$ cat config.mk
export PLATFORM = sky130hd
export DESIGN_NAME = lowres_op_sequencer
export DESIGN_NICKNAME = d
export VERILOG_FILES = /design/src/rtl/lowres_op_sequencer.sv
export SDC_FILE = /design/constraint.sdc
export NUM_CORES = 1
export LEC_CHECK = 0
export ABC_AREA = 1
export CELL_PAD_IN_SITES_DETAIL_PLACEMENT = 0
export CELL_PAD_IN_SITES_GLOBAL_PLACEMENT = 1
export CORE_MARGIN = 2
export CORE_UTILIZATION = 42
export CTS_BUF_LIST = sky130_fd_sc_hd__clkbuf_8
export DETAILED_ROUTE_END_ITERATION = 16
export GPL_ROUTABILITY_DRIVEN = 0
export MAX_ROUTING_LAYER = met4
export PLACE_DENSITY_LB_ADDON = 0.08
export SLEW_MARGIN = 20
export SYNTH_ARGS = -nofsm -noshare
export SYNTH_HDL_FRONTEND = slang
export SYNTH_SLANG_ARGS = --single-unit
export TNS_END_PERCENT = 50
$ cat constraint.sdc
create_clock -name clk -period 2.3 [get_ports clk]
set_clock_uncertainty 0.2 [all_clocks]
set_input_delay 0.575 -clock clk [delete_from_list [all_inputs] [get_ports clk]]
set_output_delay 0.575 -clock clk [all_outputs]
set_load 0.03 [all_outputs]
$ cat src/rtl/lowres_op_sequencer.sv
// Issues the keygen/verify/sign opcode programs to the low-res core, one op per ready_out handshake.
// First op 1 cycle after start when ready_out is high, ops >=3 cycles apart; each op waits on ready_out, and a watchdog guards each completion wait.
module lowres_op_sequencer #(
    parameter int TIMEOUT_CYCLES = 1048576
) (
    input  logic       clk,
    input  logic       rst,
    input  logic       start,
    input  logic [1:0] mode,
    input  logic       abort,
    output logic [3:0] op_in,
    output logic       op_valid_in,
    input  logic       ready_out,
    output logic       busy_o,
    output logic [1:0] step_o,
    output logic       done_o,
    output logic       error_o
);

    localparam int CNT_W = (TIMEOUT_CYCLES > 0) ? $clog2(TIMEOUT_CYCLES + 1) : 1;
    localparam logic [CNT_W-1:0] WD_LAST = CNT_W'((TIMEOUT_CYCLES > 0) ? TIMEOUT_CYCLES - 1 : 0);

    localparam logic [3:0] OP_STOR_SEED = 4'b1111;
    localparam logic [3:0] OP_STOR_PK   = 4'b1100;
    localparam logic [3:0] OP_STOR_SK   = 4'b1101;
    localparam logic [3:0] OP_STOR_SIG  = 4'b1110;
    localparam logic [3:0] OP_LOAD_PK   = 4'b1000;
    localparam logic [3:0] OP_LOAD_SK   = 4'b1001;
    localparam logic [3:0] OP_LOAD_SIG  = 4'b1010;
    localparam logic [3:0] OP_DIGEST    = 4'b0001;
    localparam logic [3:0] OP_SIGN      = 4'b0010;
    localparam logic [3:0] OP_VRFY      = 4'b0100;
    localparam logic [3:0] OP_KGEN      = 4'b0111;

    typedef enum logic [2:0] {
        S_IDLE,
        S_ISSUE,
        S_BLANK,
        S_WAIT,
        S_FINISH
    } state_t;

    state_t           state;
    logic [1:0]       step;
    logic [1:0]       mode_q;
    logic [CNT_W-1:0] wd;

    // Each row is packed step3..step0 so step selects a 4-bit slice.
    function automatic logic [3:0] prog_op(input logic [1:0] m, input logic [1:0] s);
        logic [15:0] row;
        case (m)
            2'd0:    row = {OP_LOAD_PK,  OP_LOAD_SK,  OP_KGEN,   OP_STOR_SEED};
            2'd1:    row = {OP_VRFY,     OP_STOR_SIG, OP_DIGEST, OP_STOR_PK};
            2'd2:    row = {OP_LOAD_SIG, OP_SIGN,     OP_DIGEST, OP_STOR_SK};
            default: row = 16'h0000;
        endcase
        return row[{s, 2'b00} +: 4];
    endfunction

    assign op_valid_in = (state == S_ISSUE) && ready_out && !abort;
    assign op_in       = op_valid_in ? prog_op(mode_q, step) : 4'b0000;
    assign busy_o      = (state != S_IDLE);
    assign step_o      = step;

    always_ff @(posedge clk) begin
        if (rst) begin
            state   <= S_IDLE;
            step    <= 2'd0;
            mode_q  <= 2'd0;
            wd      <= '0;
            done_o  <= 1'b0;
            error_o <= 1'b0;
        end else begin
            done_o  <= 1'b0;
            error_o <= 1'b0;
            if (abort && state != S_IDLE) begin
                state <= S_IDLE;
                step  <= 2'd0;
                wd    <= '0;
            end else begin
                case (state)
                    S_IDLE: begin
                        if (start) begin
                            if (mode != 2'd3) begin
                                mode_q <= mode;
                                step   <= 2'd0;
                                state  <= S_ISSUE;
                            end else begin
                                error_o <= 1'b1;
                            end
                        end
                    end
                    S_ISSUE: begin
                        if (ready_out) state <= S_BLANK;
                    end
                    // The core still shows the stale ready_out here, so it is not looked at.
                    S_BLANK: begin
                        wd    <= '0;
                        state <= S_WAIT;
                    end
                    S_WAIT: begin
                        if (ready_out) begin
                            if (step == 2'd3) begin
                                done_o <= 1'b1;
                                state  <= S_FINISH;
                            end else begin
                                step  <= step + 2'd1;
                                state <= S_ISSUE;
                            end
                        end else if (TIMEOUT_CYCLES != 0 && wd == WD_LAST) begin
                            error_o <= 1'b1;
                            step    <= 2'd0;
                            state   <= S_IDLE;
                        end else if (TIMEOUT_CYCLES != 0) begin
                            wd <= wd + CNT_W'(1);
                        end
                    end
                    S_FINISH: begin
                        step  <= 2'd0;
                        state <= S_IDLE;
                    end
                    default: state <= S_IDLE;
                endcase
            end
        end
    end

endmodule

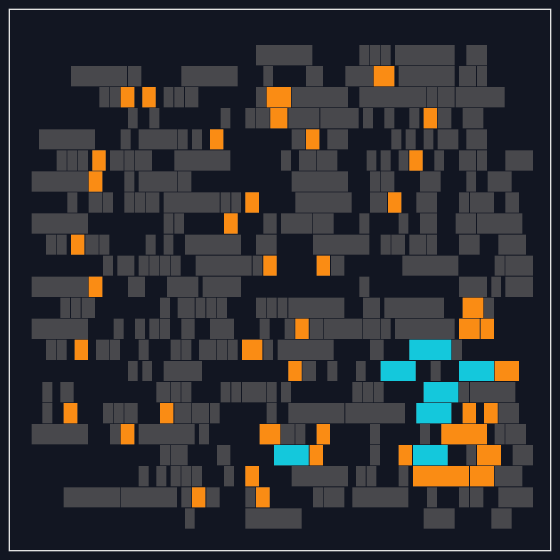
(selected gate families)
legend:
  cyan:
    family: adder and majority cells
    cells: 7
    most_used: ha_1
  orange:
    family: inverting AOI/OAI gates
    cells: 42
    most_used: a21oi_1
    where: all over the die

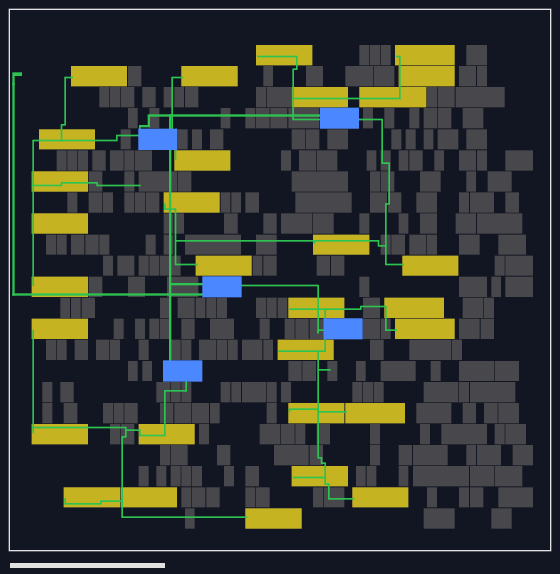
(clock network drawn from the DEF)
Scale bar: 20 um.
legend:
  green:
    item: clock wires
    length: 475 um
  yellow:
    item: flip-flops
    count: 30
  blue:
    item: clock drivers
    count: 5
routed clock nets: 6
flops lie: all over the die
Clk. pwr: 0.441 mW
clock share of power: 0.285
clk latency late pin: 0.29 ns

==> results.ini <==
[status]
status = finished clean

[worst_setup_path]
crit_buf_inv = 2
slowest_stage = dfxtp_2
cp_top_family = flip-flops
cp.required_ns = 1.52
start_kind = register
critPathKind = reg -> out
end_kind = output port
cp_max_fo = 4
arrival_ns = 1.46
path_cells = inv_2 -> ha_1 -> a21oi_1 -> a211oi_4 -> buf_6
max_stage_delay_ns = 0.36

[route]
drt_iter0_drc = 67
firstDrtPassIters = 4
vias_per_cell = 5.01
routed_wirelength_mm = 4.13
drc = 0
vias = 1783
routedWlPerCell_um = 11.6
postRouteAntennaNets = 0

[sta]
fin_crit_ns = 2.23
fin_hold_ws_ns = 0.315
hold_viol = 0
max-slew-margin-rel = 0.763
tns_ns = 0
finalCritPeriodShare = 0.971
setup-violations-final = 0
rsz0062_at_grt = true
final.setup.worst_slack_ns = 0.0677
fmax_mhz = 448
slew_viol_final = 0

[synthesis]
ys_ff = 30
yosys_cells = 276
yosys_area_sq_mm = 0.00182
synthFlopType = dfxtp_1
synth.net_count = 290
netlist_instances = 276
yosys_warnings = 0
synth_cell_types = 33
syn-cell-area_sq_mm = 0.00182
synth-edff-count = 0
ys_seq_frac = 0.331
synth.avg_cell_area_sq_um = 6.58
synthArstFlopShare = 0

[cts]
cts_hold_buf = 0
tritoncts = done
root_buffer = clkbuf_8
htree_num_levels = 2
cts.reportedPaths.clkPinSlew_ns = 0.06
clockBufferDepth = 2

[layout]
syn_to_final_growth_pct = 25.2
finish.utilization = 0.556
nets = 319
layout_top_cell = nand2_1
final_cells = 356
final_cell_mix = 59 x nand2_1, 49 x nor2_1, 25 x dfxtp_1
fill_cells = 421
finalInstanceArea_sq_mm = 0.00227
drive_gt1_frac = 0.180

[placed_design]
place_ws_ns = -0.329
dp_hpwl_mm = 3.16
dpl-instance-area_sq_mm = 0.00213
dp_cells = 346
port_buffers = 16

[power_and_ir_drop]
power_mw = 1.54
irDropWorstVdd_mv = 0.305
p_leak_nw = 0.908

[floorplan]
fp.dieH_um = 69.7
ioPinCount = 17
fp_util = 0.444
die_w_um = 69.7
fp.coreArea_sq_mm = 0.00409
core.rowCount = 23

[grt]
antenna_found_initial = 0
grt_pass1_vias = 1625
grt_first_pass_wirelength_mm = 7.03
grt_max_degree = 18
grt_overflow_total = 0
grtUsageTotal = 0.182

[run]
max_cap_viol_count = 0

[worst_hold_path]
hold_path_class = reg -> reg

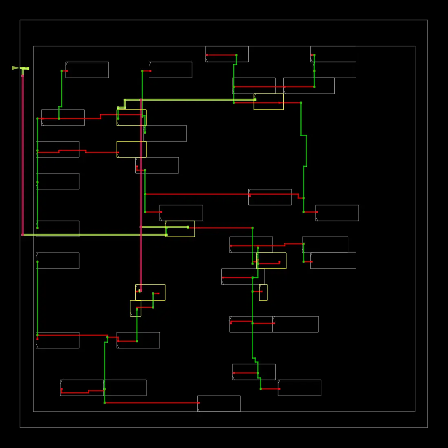
(clock routing)
layout clock buffer count: 6
flip-flops: 30
CTS sink cnt: 30
Num CTS Buffers: 5

-- cell usage after synthesis (2+ instances only) --
cell type	number	share of area
nand2_1	59	0.12
nor2_2	3	0.010
nor2_1	49	0.10
nor2_4	2	0.012
ha_1	7	0.048
o21ai_1	2	0.0055
nor3_1	4	0.011
nand4_1	8	0.028
buf_6	3	0.019
inv_1	28	0.058
dfxtp_1	30	0.33
buf_4	2	0.0083
a211oi_1	3	0.012
nand2_2	3	0.010
a21oi_1	25	0.069
nor4_1	2	0.0069
o21ai_0	6	0.017
nand3_1	25	0.069
-- path summary, 6_finish.rpt --
kind | depth (start not counted) | start | to | slack, ns
worst min register to register | 2 | wd[18] | wd[18] | 0.32
worst max register to register | 12 | wd[0] | step_o[0] | 0.25
worst max-delay path | 5 | mode_q[0] | op_in[1] | 0.07
worst min-delay path | 2 | wd[18] | wd[18] | 0.32
-- sequential cells by signal, indices dropped and copies added, names as in the netlist --
register	count
done_o	1
step_o	2
error_o	1
mode_q	2
wd	21
state	3
-- worst register-to-register path, stage by stage (launching register included) --
cell and delay, ns:
dfxtp_1 0.38, ha_1 0.22, nand2_1 0.11, nor2_2 0.12, nand2_2 0.12, nor2_4 0.20, nand2_2 0.07, nand2_2 0.09
buf_4 0.19, nand3_1 0.11, nand2_1 0.07, inv_1 0.04, nor2_1 0.08
-- cell families (layout without fill, tap and decap cells) --
family,after synthesis,after routing,synth area share
xor+xnor,2,2,0.00965
buf+inv,35,65,0.0896
compound gates,44,44,0.137
fa+ha+maj,7,7,0.0482
simple gates,158,158,0.385
flops,30,30,0.331
-- metal layers --
layer,track usage,up-vias,part of all wire
li1,-,966,-
met1,0.216,781,0.46
met2,0.303,29,0.49
met3,0.0422,7,0.037
met4,0.0641,0,0.019
met5,-,-,0
-- final cells by class --
type                            instances  area [sq um]  area share
Multi-Input combinational cell        211          1120       0.493
Sequential cell                        30           609       0.268
Timing Repair Buffer                   29           282       0.124
Inverter                               28           108      0.0473
Clock buffer                            6          82.6      0.0363
Tap cell                               50          62.6      0.0275
Clock inverter                          2          8.76     0.00385
-- what timing repair did --
item	4_1_cts	5_1_grt
endpoints found under the hold margin	0	0
setup endpoints to repair	6	5
pin swaps	3	3
resized	13	13
setup buffers	1	1
-- where the power goes --
group	leakage (nW)	switching, mW	internal [mW]
registers	0.245	0.0382	0.551
logic	0.611	0.307	0.208
clock network	0.0524	0.204	0.237
No activity file was given, so power comes from the tool's default toggle rates.
